--- src/rtl/cpu_defs_pkg.sv ---
// cpu_defs_pkg: definitions shared by the operand path and the ALU.
//   opsel_e : operand-B source select encoding (REG, NEG REG, IMM, NEG IMM)
package cpu_defs_pkg;

   typedef enum logic [1:0] {
      OPSEL_REG    = 2'b00,
      OPSEL_NEGREG = 2'b01,
      OPSEL_IMM    = 2'b10,
      OPSEL_NEGIMM = 2'b11
   } opsel_e;

endpackage : cpu_defs_pkg

--- src/rtl/twos_comp_unit.sv ---
// twos_comp_unit: combinational two's-complement negation, shared with the ALU.
//   i_val [WIDTH-1:0] : value to negate
//   o_neg [WIDTH-1:0] : (~i_val)+1, truncated to WIDTH
//   o_ovf             : i_val is the most-negative value (the result equals the input)
module twos_comp_unit #(
   parameter int unsigned WIDTH = 8
) (
   input  logic [WIDTH-1:0] i_val,
   output logic [WIDTH-1:0] o_neg,
   output logic             o_ovf
);

   assign o_neg = (~i_val) + WIDTH'(1);
   // Only {1,0..0} maps onto itself; zero also maps to itself but is not an overflow.
   assign o_ovf = i_val[WIDTH-1] & ~(|i_val[WIDTH-2:0]);

endmodule : twos_comp_unit

--- src/rtl/operand_select_pipe.sv ---
// operand_select_pipe: selects ALU operand B (reg / -reg / imm / -imm) and buffers the
// result with its negate-overflow flag in a DEPTH-entry FIFO with valid/ready on both sides.
//   CLK, RESETN          : rising-edge clock, asynchronous active-low reset
//   FLUSH                : synchronous clear of all buffered entries; beats push and pop
//   IN_VALID / IN_READY  : upstream request handshake
//   OPSEL                : operand source select (cpu_defs_pkg::opsel_e)
//   REGOUT2, IMMEDIATE   : candidate operands
//   OUT_VALID / OUT_READY: downstream handshake for the FIFO head
//   OPERAND, NEGOVF      : FIFO head entry
//   COUNT                : number of entries held
module operand_select_pipe
   import cpu_defs_pkg::*;
#(
   parameter int unsigned WIDTH = 8,
   parameter int unsigned DEPTH = 2
) (
   input  logic                     CLK,
   input  logic                     RESETN,
   input  logic                     FLUSH,
   input  logic                     IN_VALID,
   output logic                     IN_READY,
   input  logic [1:0]               OPSEL,
   input  logic [WIDTH-1:0]         REGOUT2,
   input  logic [WIDTH-1:0]         IMMEDIATE,
   output logic                     OUT_VALID,
   input  logic                     OUT_READY,
   output logic [WIDTH-1:0]         OPERAND,
   output logic                     NEGOVF,
   output logic [$clog2(DEPTH):0]   COUNT
);

   localparam int unsigned PW = $clog2(DEPTH);
   localparam int unsigned CW = PW + 1;

   logic [WIDTH-1:0] w_src;
   logic             w_negate;
   logic [WIDTH-1:0] w_neg;
   logic             w_neg_ovf;
   logic [WIDTH-1:0] w_sel;
   logic             w_sel_ovf;
   logic             w_push;
   logic             w_pop;

   logic [WIDTH:0]   r_mem [DEPTH];
   logic [PW-1:0]    r_wr_ptr;
   logic [PW-1:0]    r_rd_ptr;
   logic [CW-1:0]    r_count;

   // Select source and whether to negate it.
   always_comb begin
      w_src    = REGOUT2;
      w_negate = 1'b0;
      case (opsel_e'(OPSEL))
         OPSEL_REG:    begin w_src = REGOUT2;   w_negate = 1'b0; end
         OPSEL_NEGREG: begin w_src = REGOUT2;   w_negate = 1'b1; end
         OPSEL_IMM:    begin w_src = IMMEDIATE; w_negate = 1'b0; end
         OPSEL_NEGIMM: begin w_src = IMMEDIATE; w_negate = 1'b1; end
      endcase
   end

   twos_comp_unit #(.WIDTH(WIDTH)) u_neg (
      .i_val (w_src),
      .o_neg (w_neg),
      .o_ovf (w_neg_ovf)
   );

   assign w_sel     = w_negate ? w_neg : w_src;
   assign w_sel_ovf = w_negate & w_neg_ovf;

   // A full FIFO still accepts when the head leaves in the same cycle.
   assign IN_READY  = (r_count < CW'(DEPTH)) || OUT_READY;
   assign OUT_VALID = (r_count != '0);
   assign w_push    = IN_VALID && IN_READY && !FLUSH;
   assign w_pop     = OUT_VALID && OUT_READY && !FLUSH;

   always_ff @(posedge CLK or negedge RESETN) begin
      if (!RESETN) begin
         for (int unsigned i = 0; i < DEPTH; i++) r_mem[i] <= '0;
      end else if (w_push) begin
         r_mem[r_wr_ptr] <= {w_sel_ovf, w_sel};
      end
   end

   // Pointers are PW bits wide, so they wrap modulo DEPTH for free.
   always_ff @(posedge CLK or negedge RESETN) begin
      if (!RESETN) begin
         r_wr_ptr <= '0;
         r_rd_ptr <= '0;
         r_count  <= '0;
      end else if (FLUSH) begin
         r_wr_ptr <= '0;
         r_rd_ptr <= '0;
         r_count  <= '0;
      end else begin
         if (w_push) r_wr_ptr <= r_wr_ptr + PW'(1);
         if (w_pop)  r_rd_ptr <= r_rd_ptr + PW'(1);
         case ({w_push, w_pop})
            2'b10:   r_count <= r_count + CW'(1);
            2'b01:   r_count <= r_count - CW'(1);
            default: r_count <= r_count;
         endcase
      end
   end

   // Head is read straight from storage; when empty it shows a stale but defined entry.
   assign {NEGOVF, OPERAND} = r_mem[r_rd_ptr];
   assign COUNT             = r_count;

endmodule : operand_select_pipe

--- config.mk ---
export PLATFORM = sky130hd
export DESIGN_NAME = operand_select_pipe
export DESIGN_NICKNAME = d
export VERILOG_FILES = /design/src/rtl/cpu_defs_pkg.sv /design/src/rtl/twos_comp_unit.sv /design/src/rtl/operand_select_pipe.sv
export SDC_FILE = /design/constraint.sdc
export NUM_CORES = 1
export LEC_CHECK = 0
export CORE_UTILIZATION = 45
export CTS_BUF_LIST = sky130_fd_sc_hd__clkbuf_4
export DETAILED_ROUTE_END_ITERATION = 12
export GPL_ROUTABILITY_DRIVEN = 0
export GPL_TIMING_DRIVEN = 0
export PLACE_DENSITY = 0.8
export SYNTH_ARGS = -nofsm -noshare
export SYNTH_HDL_FRONTEND = slang
export SYNTH_HIERARCHICAL = 1
export SYNTH_SLANG_ARGS = --single-unit
--- constraint.sdc ---
create_clock -name CLK -period 1.23 [get_ports CLK]
set_input_delay 0.246 -clock CLK [delete_from_list [all_inputs] [get_ports CLK]]
set_output_delay 0.246 -clock CLK [all_outputs]
set_load 0.005 [all_outputs]
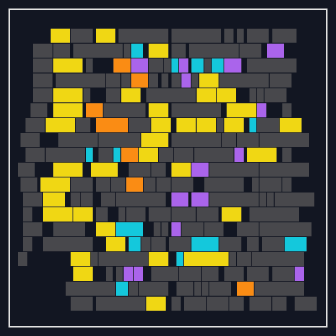
*Gate families picked out*
orange -> xor and xnor cells  # cells 7
cyan -> nand cells  # cells 13
purple -> aoi and oai cells  # cells 14, most used o21ai_2
yellow -> mux cells  # cells 36, most used mux2i_1

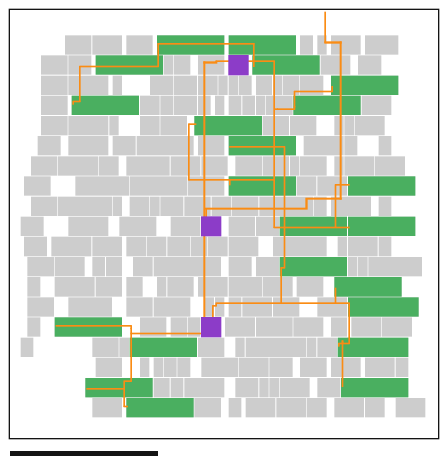
*Clock network drawn from the DEF*
The bar under the picture is 20 um long.
orange -> clock wires  # length 308 um
purple -> clock-net drivers  # count 3
green -> flip-flops  # count 22
routed clock nets = 4
flops lie = all over the die

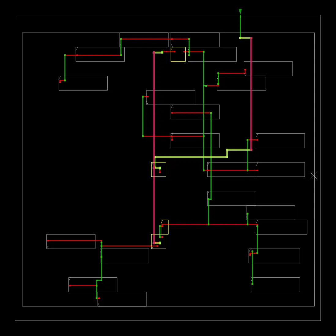
*Clock routing*
CTS buffer count: 3
total clock network power: 0.000354 W
Clk Latency, worst-skew pair: 320 ps
worst-case clock skew: 3.36 ps
clock sinks: 22

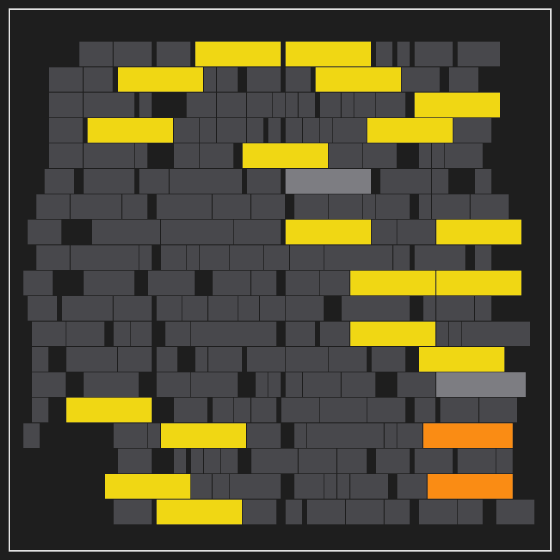
*Sequential cells grouped by signal name*
yellow -> r_mem  # sequential cells 18, where all over the die
orange -> COUNT  # sequential cells 2
not coloured = 2

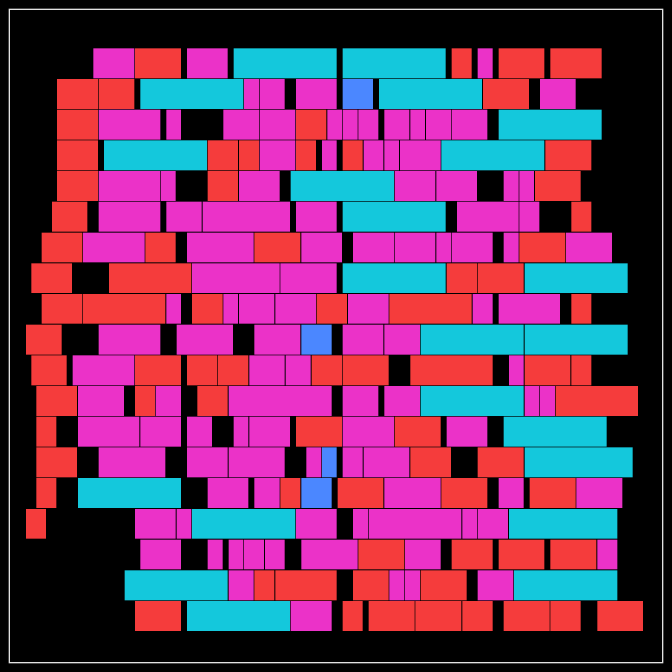
*Placement by cell class*
blue -> clock drivers and dummy loads  # cells 4, share of their area 1.2%
magenta -> remaining logic cells  # cells 108, share of their area 42%
cyan -> registers  # cells 22, share of their area 24%
red -> remaining buffers and delay cells  # cells 76, share of their area 33%

==> run notes <==
Synthesis and PnR results.

- The timing report gives the biggest stage delay along the critical path as 460 ps.
- The worst path arrival time reads 1340 ps.
- The via count reads 1306.
- The non-clock buffer area fraction after layout is 0.321.
- met2 is the most crowded layer.
- Dividing the detail-routed wire length by the instance count gives 17.4 um.
- The area fraction in compound gates after synthesis reads 0.0501.
- The first global-routing pass estimated 6200 um of wire.
- The total global routing overflow is 0.
- The summed negative setup slack over all endpoints reads -7130 ps.
- The number of multi-input combinational cells in the layout is 87.
- The power per standard cell area is 1000 mW/mm2.
- The post-synthesis share of cell area spent on and, or, nand and nor gates reads 0.129.
- In the layout the commonest cells are 26 x buf_6, 22 x mux2i_1, 20 x dfrtp_1.
- The most frequent logic cell in the layout reads buf_6.
- The pin count of the biggest net entering global routing reads 23.
- The destination of the worst register-to-register timing path is r_mem[7]$_DFFE_PN0P_.
- Per the final layout report, the fraction of cells sized above drive strength 1 comes to 0.510.
- The number of ordinary and repair buffers in the finished layout is 76.
- The number of unique standard cell types used by synthesis reads 28.
- The class of the most critical hold timing path reads input port to asynchronous set/reset pin.
- The main flop type after synthesis is dfrtp_1.
- Listed in order, past its start point the critical path passes buf_12 -> mux2_2 -> buf_2.
- The post-cts sizing count reads 123.
- The number of buffers inserted by port buffering reads 33.
- The register area is 553 um2.
- The count of H-tree levels built during CTS is 1.
- Across all setup checks in the final design, the least slack found is -361 ps.
- The cell count after synthesis reads 137.
- The row count is 19.
- The count of non-filler cells in the finished layout is 241.
- Summing internal, switching and leakage power gives 0.00232 W.
- In this run the clock root is driven by a clkbuf_4.
- The script logs the ratio of routed vias to standard cells as 5.42.
- OpenSTA lists the critical path endpoint as NEGOVF.
- The net switching power of the design is 0.000791 W.
- The multi-input logic portion of the cell area is 0.376.
- The overall die size recorded for this design is 0.00334 mm2.
- The initial antenna violation count came to 0.
- Measured against the total synthesized area, the mux share comes to 0.284.
- The cell area after synthesis is 0.00140 mm2.
- The part of the Yosys area used for sequential elements reads 0.394.
- Summing over the stages, the warning tally comes to 29.
- The total of endpoints with negative setup slack in the final report is 33.
- The share of the core area taken by cells at floorplan is 0.490.
- The tightest hold margin is 80.6 ps.
- The average instance area after synthesis is 10.2 um2.
- The checks that failed: design-rule violations, negative setup slack.
- The required arrival time at the worst endpoint reads 980 ps.
- The share of the core filled with cells reads 0.811.
- The relative contribution of combinational cells to total power is 0.421.
- The share of synthesized area in the top cell type comes to 0.394.
- Hold-check failures listed in the final report amount to 0.
- Along the worst path, the maximum fanout reaches 5.
- Per the final report, the share of cell area in clock cells is 0.0114.
- The sum of met3 wire segment lengths after detailed routing reads 179 um.
- In this run the register-to-register setup slack is -240 ps.
- The reported max-cap violation count reads 0.
- Dividing the final minimum period by the clock period gives 1.29.
- Looking at the VDD voltage map, the peak drop is 640 uV.
- The HPWL after detailed placement is 2200 um.
- The share of power burned in registers reads 0.427.
- The number of buffers on the longest clock path reads 2.
- The cell-mix breakdown from Yosys lists the XOR/XNOR area share as 0.0438.
- For the worst flop-to-flop path, the logic depth is 6.
- The placeable core region reads 0.00285 mm2.
- Pin placement for this block handled 36 I/O pins.
- STA classifies the critical path endpoint as an output pin.
- The logic area is 871 um2.
- Setup repair after global routing could not meet its margin everywhere.
- The worst slew slack as a fraction of its limit is 0.311.
- Grouping non-sequential cells by family puts the most area in multiplexers.
- The startpoint of the worst setup timing path is r_rd_ptr$_DFFE_PN0P_.
- The met1 track utilization from global routing reads 0.301.
- Per the detail_route report, DRC violations left total 1.
- The final layout net count reads 235.
- The fraction of power consumed by the clock network reads 0.153.
- The run finished, with violations left.
- Measured along the x axis, the die boundary spans 57.8 um.
- The transition time recorded at the tightest slew-check pin is 1030 ps.
- The power report puts the leakage power at 1.11 nW.
- Once the clock tree was built, the setup fixing pass inserted 31 buffers.
- Yosys printed 6 warnings.
- The synthesis-stage register bit count is 22.
- The pre-CTS setup slack reads -790 ps.
## worst max-delay path, delay by kind of cell, from the launching register on
family | cells | cell delay (ps)
multiplexers | 1 | 320
buffers and inverters | 2 | 250
flip-flops | 1 | 460
## power by group through the flow
stage / Sequential [W] / Combinational [W] / Clock, W
after floorplan: 0.000962 / 0.000425 / 0
after global placement: 0.000971 / 0.000729 / 0
after detailed placement: 0.000983 / 0.000759 / 0
after CTS: 0.000974 / 0.000857 / 0.000350
after global routing: 0.00101 / 0.00105 / 0.000389
final: 0.000990 / 0.000976 / 0.000354
## state kept, by name, indices dropped and copies added, names as in the netlist
signal / count
r_mem: 18
COUNT: 2
r_rd_ptr: 1
r_wr_ptr: 1
Power figures rest on the tool's default switching activity, not on a simulated workload.
